--- config.mk ---
export PLATFORM = sky130hd
export DESIGN_NAME = regbank_write_arbiter
export DESIGN_NICKNAME = d
export VERILOG_FILES = /design/src/rtl/regbank_write_arbiter.sv
export SDC_FILE = /design/constraint.sdc
export NUM_CORES = 1
export LEC_CHECK = 0
export CORE_AREA = 5 5 420 422
export CTS_CLUSTER_DIAMETER = 60
export DETAILED_ROUTE_END_ITERATION = 16
export DIE_AREA = 0 0 425 427
export PLACE_DENSITY = 0.36
export SLEW_MARGIN = 5
export SYNTH_ARGS = -nofsm -noshare
export SYNTH_HDL_FRONTEND = slang
export SYNTH_SLANG_ARGS = --single-unit
--- constraint.sdc ---
create_clock -name clk -period 3.85 [get_ports clk]
set_input_delay 1.155 -clock clk [delete_from_list [all_inputs] [get_ports clk]]
set_output_delay 1.155 -clock clk [all_outputs]
set_load 0.005 [all_outputs]
--- src/rtl/regbank_write_arbiter.sv ---
// Round-robin arbiter that shares the register_bank write port between NUM_REQ
// full-warp writeback sources, with a one-entry registered output stage.
module regbank_write_arbiter #(
  parameter int NUM_REQ   = 3,
  parameter int NUM_LANES = 8,
  parameter int ADDR_W    = 5,
  parameter int DATA_W    = 32
) (
  input  logic                                  clk,
  input  logic                                  rst_n,
  input  logic [NUM_REQ-1:0]                    req_valid,
  output logic [NUM_REQ-1:0]                    req_ready,
  input  logic [NUM_REQ*ADDR_W-1:0]             req_addr,
  input  logic [NUM_REQ*NUM_LANES-1:0]          req_mask,
  input  logic [NUM_REQ*NUM_LANES*DATA_W-1:0]   req_data,
  input  logic                                  wr_stall,
  output logic [NUM_LANES-1:0]                  write_en,
  output logic [ADDR_W-1:0]                     waddr,
  output logic [NUM_LANES*DATA_W-1:0]           wdata,
  output logic                                  pend_valid,
  output logic [ADDR_W-1:0]                     pend_addr,
  output logic [$clog2(NUM_REQ)-1:0]            grant_id
);

  localparam int IDX_W = $clog2(NUM_REQ);
  localparam int ROW_W = NUM_LANES * DATA_W;

  logic [ADDR_W-1:0]    addr_arr [NUM_REQ];
  logic [NUM_LANES-1:0] mask_arr [NUM_REQ];
  logic [ROW_W-1:0]     data_arr [NUM_REQ];

  logic                 out_valid_reg, out_valid_next;
  logic [ADDR_W-1:0]    out_addr_reg, out_addr_next;
  logic [NUM_LANES-1:0] out_mask_reg, out_mask_next;
  logic [ROW_W-1:0]     out_data_reg, out_data_next;
  logic [IDX_W-1:0]     grant_id_reg, grant_id_next;
  logic [IDX_W-1:0]     rr_ptr_reg, rr_ptr_next;

  logic                 accept_ok;
  logic                 grant_found;
  logic [IDX_W-1:0]     grant_idx;
  logic                 transfer;

  genvar gi;
  generate
    for (gi = 0; gi < NUM_REQ; gi++) begin : g_unpack
      assign addr_arr[gi] = req_addr[gi*ADDR_W +: ADDR_W];
      assign mask_arr[gi] = req_mask[gi*NUM_LANES +: NUM_LANES];
      assign data_arr[gi] = req_data[gi*ROW_W +: ROW_W];
    end
  endgenerate

  // The stage can take a new write when empty or when its current write
  // commits this cycle, which gives back-to-back throughput.
  assign accept_ok = !out_valid_reg || !wr_stall;

  always_comb begin
    int               cand;
    logic [IDX_W-1:0] cand_idx;
    grant_found = 1'b0;
    grant_idx   = '0;
    cand        = 0;
    cand_idx    = '0;
    for (int k = 0; k < NUM_REQ; k++) begin
      cand = int'(rr_ptr_reg) + k;
      if (cand >= NUM_REQ) begin
        cand = cand - NUM_REQ;
      end
      cand_idx = IDX_W'(cand);
      if (!grant_found && req_valid[cand_idx]) begin
        grant_found = 1'b1;
        grant_idx   = cand_idx;
      end
    end
  end

  assign transfer = rst_n && accept_ok && grant_found;

  generate
    for (gi = 0; gi < NUM_REQ; gi++) begin : g_ready
      assign req_ready[gi] = transfer && (grant_idx == IDX_W'(gi));
    end
  endgenerate

  always_comb begin
    rr_ptr_next    = rr_ptr_reg;
    out_valid_next = out_valid_reg;
    out_addr_next  = out_addr_reg;
    out_mask_next  = out_mask_reg;
    out_data_next  = out_data_reg;
    grant_id_next  = grant_id_reg;
    if (transfer) begin
      rr_ptr_next    = (grant_idx == IDX_W'(NUM_REQ - 1)) ? '0 : grant_idx + IDX_W'(1);
      out_valid_next = 1'b1;
      out_addr_next  = addr_arr[grant_idx];
      out_mask_next  = mask_arr[grant_idx];
      out_data_next  = data_arr[grant_idx];
      grant_id_next  = grant_idx;
    end else if (out_valid_reg && !wr_stall) begin
      out_valid_next = 1'b0;
    end
  end

  always_ff @(posedge clk) begin
    if (!rst_n) begin
      out_valid_reg <= 1'b0;
      out_addr_reg  <= '0;
      out_mask_reg  <= '0;
      out_data_reg  <= '0;
      grant_id_reg  <= '0;
      rr_ptr_reg    <= '0;
    end else begin
      out_valid_reg <= out_valid_next;
      out_addr_reg  <= out_addr_next;
      out_mask_reg  <= out_mask_next;
      out_data_reg  <= out_data_next;
      grant_id_reg  <= grant_id_next;
      rr_ptr_reg    <= rr_ptr_next;
    end
  end

  assign write_en   = (out_valid_reg && !wr_stall) ? out_mask_reg : '0;
  assign waddr      = out_addr_reg;
  assign wdata      = out_data_reg;
  assign pend_valid = out_valid_reg;
  assign pend_addr  = out_addr_reg;
  assign grant_id   = grant_id_reg;

endmodule

==> run notes <==
run results: status=finished, final reports clean, aggregate global routing overflow=0, CTS tree=done, drt initial violations=just under 2000, Final Skew=between 0.02 and 0.025 ns, DRT Wirelength=~170000 um, slowest library cell on the worst path=dfxtp_2, Clk pwr share=about a quarter, worst path required time=between 2 and 3 ns, Final Setup Violations=0, htree depth=3, Max Fclk=about 0.27 GHz, Worst setup startpoint=rr_ptr_reg[1], minimum clock period=3.73 ns, PortBufs=1092, Cells after Synth=a little under 3000, Slew headroom=between 10% and 20%, crit path max fanout=6, root buffer cell=clkbuf_16, Syn Area/Cell=around 7.6 um2, Log Warnings=69, number of fill cells in the layout=roughly 19000, Final #Nets=about 4600, DRC viols=0, placed cells=around 6000
## routing by layer
layer | routed length, um | track usage [%] | vias to the layer above
met3 | 13300 | 5.52 | 232
met1 | 69100 | 21.3 | 14381
met5 | 78 | 0 | -
li1 | - | - | 13039
met4 | 5830 | 6.82 | 12
met2 | 85800 | 30.4 | 1097
## what timing repair did
item                                   in CTS  in global routing
endpoints found under the hold margin       0                  0
resized                                    25                  9
pin swaps                                   0                  2
buffers inserted                            1                  7
setup endpoints to repair                  11                  3
## final timing paths
| check | to | slack (ns) | depth (start not counted) |
|---|---|---|---|
| worst max-delay path | req_ready[0] | 0.12 | 9 |
| worst min-delay path | grant_id[1] | 0.46 | 1 |
| worst max register to register | wdata[35] | 0.46 | 9 |
| worst min register to register | grant_id[1] | 0.46 | 1 |
## power groups by stage
| stage | logic [W] | registers [W] | clock network (W) |
|---|---|---|---|
| floorplan | 0.00768 | 0.00524 | 0 |
| global placement | 0.0160 | 0.00566 | 0 |
| detailed placement | 0.0161 | 0.00562 | 0 |
| CTS | 0.0162 | 0.00562 | 0.00710 |
| global route | 0.0173 | 0.00575 | 0.00720 |
| finish | 0.0160 | 0.00558 | 0.00687 |
## final cells by class
| class | instances | area share (%) |
|---|---|---|
| multi-input combinational | 2216 | 38.4 |
| timing repair buffer | 1231 | 32.6 |
| sequential | 274 | 14.3 |
| tap | 2325 | 7.57 |
| clock buffer | 87 | 5.08 |
| clock inverter | 46 | 1.72 |
| antenna | 42 | 0.274 |
| inverter | 7 | 0.0684 |
## cell families (layout without fill, tap and decap cells)
| group | count (synthesis) | in the layout | share of synthesized area, % |
|---|---|---|---|
| compound gates | 831 | 831 | 28.4 |
| buf+inv | 403 | 1371 | 8.75 |
| mux | 4 | 4 | 0.182 |
| other cells | 0 | 42 | 0 |
| simple gates | 1377 | 1377 | 37.5 |
| flops | 274 | 274 | 24.9 |
| fa+ha+maj | 4 | 4 | 0.227 |
## stage by stage
step	util [%]	power [W]
global route	22.2	0.0302
global placement	20.6	0.0217
CTS	22.2	0.0289
finish	22.2	0.0284
detailed placement	20.6	0.0217
floorplan	-	0.0129
## synth_stat cells, types with 4 or more instances
cell      count  share of area, %
o21ai_1       4             0.091
ha_1          4              0.23
dfxtp_1     274                25
nor2b_1     271               7.7
o21ai_0     268               6.1
buf_2        50               1.1
a21oi_1       6              0.14
buf_6        38               1.9
and2_1      279               7.9
mux2i_1       4              0.18
a221o_1     268                12
nand4_1     270               7.7
buf_1        28              0.48
inv_1         6              0.10
buf_4        18              0.61
clkbuf_1    262               4.5
nand2_1       7              0.12
nand3_1     269               6.1
o211ai_1    270               9.2
and3_1      268               7.6
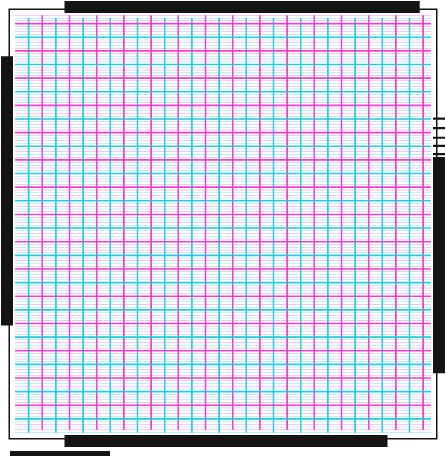
*Supply network*
Scale bar: 100 um. Pins as bars on the die edge.
- VSS: cyan
- VDD: magenta
- met4 straps: 30
- met5 straps: 30
- rows: 153
Max VDD drop: 456 uV
Die W: 425 um

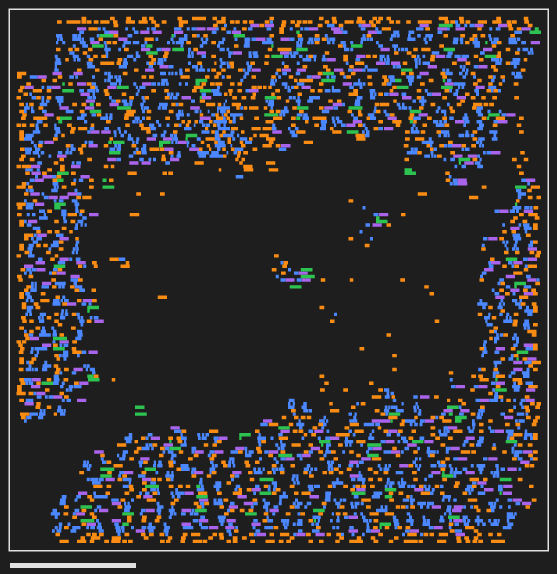
*Cell classes on the final placement*
Scale bar: 100 um.
- remaining buffers and delay cells: orange (cells 1231; share of their area 35%)
- registers: purple (cells 274; share of their area 16%)
- remaining logic cells: blue (cells 2223; share of their area 42%)
- clock drivers and dummy loads: green (cells 133; share of their area 7.4%)
Final Cell Area: 38400 um2
row count: 153
Seq area share: 14.3%

No activity file was given, so power comes from the tool's default toggle rates.
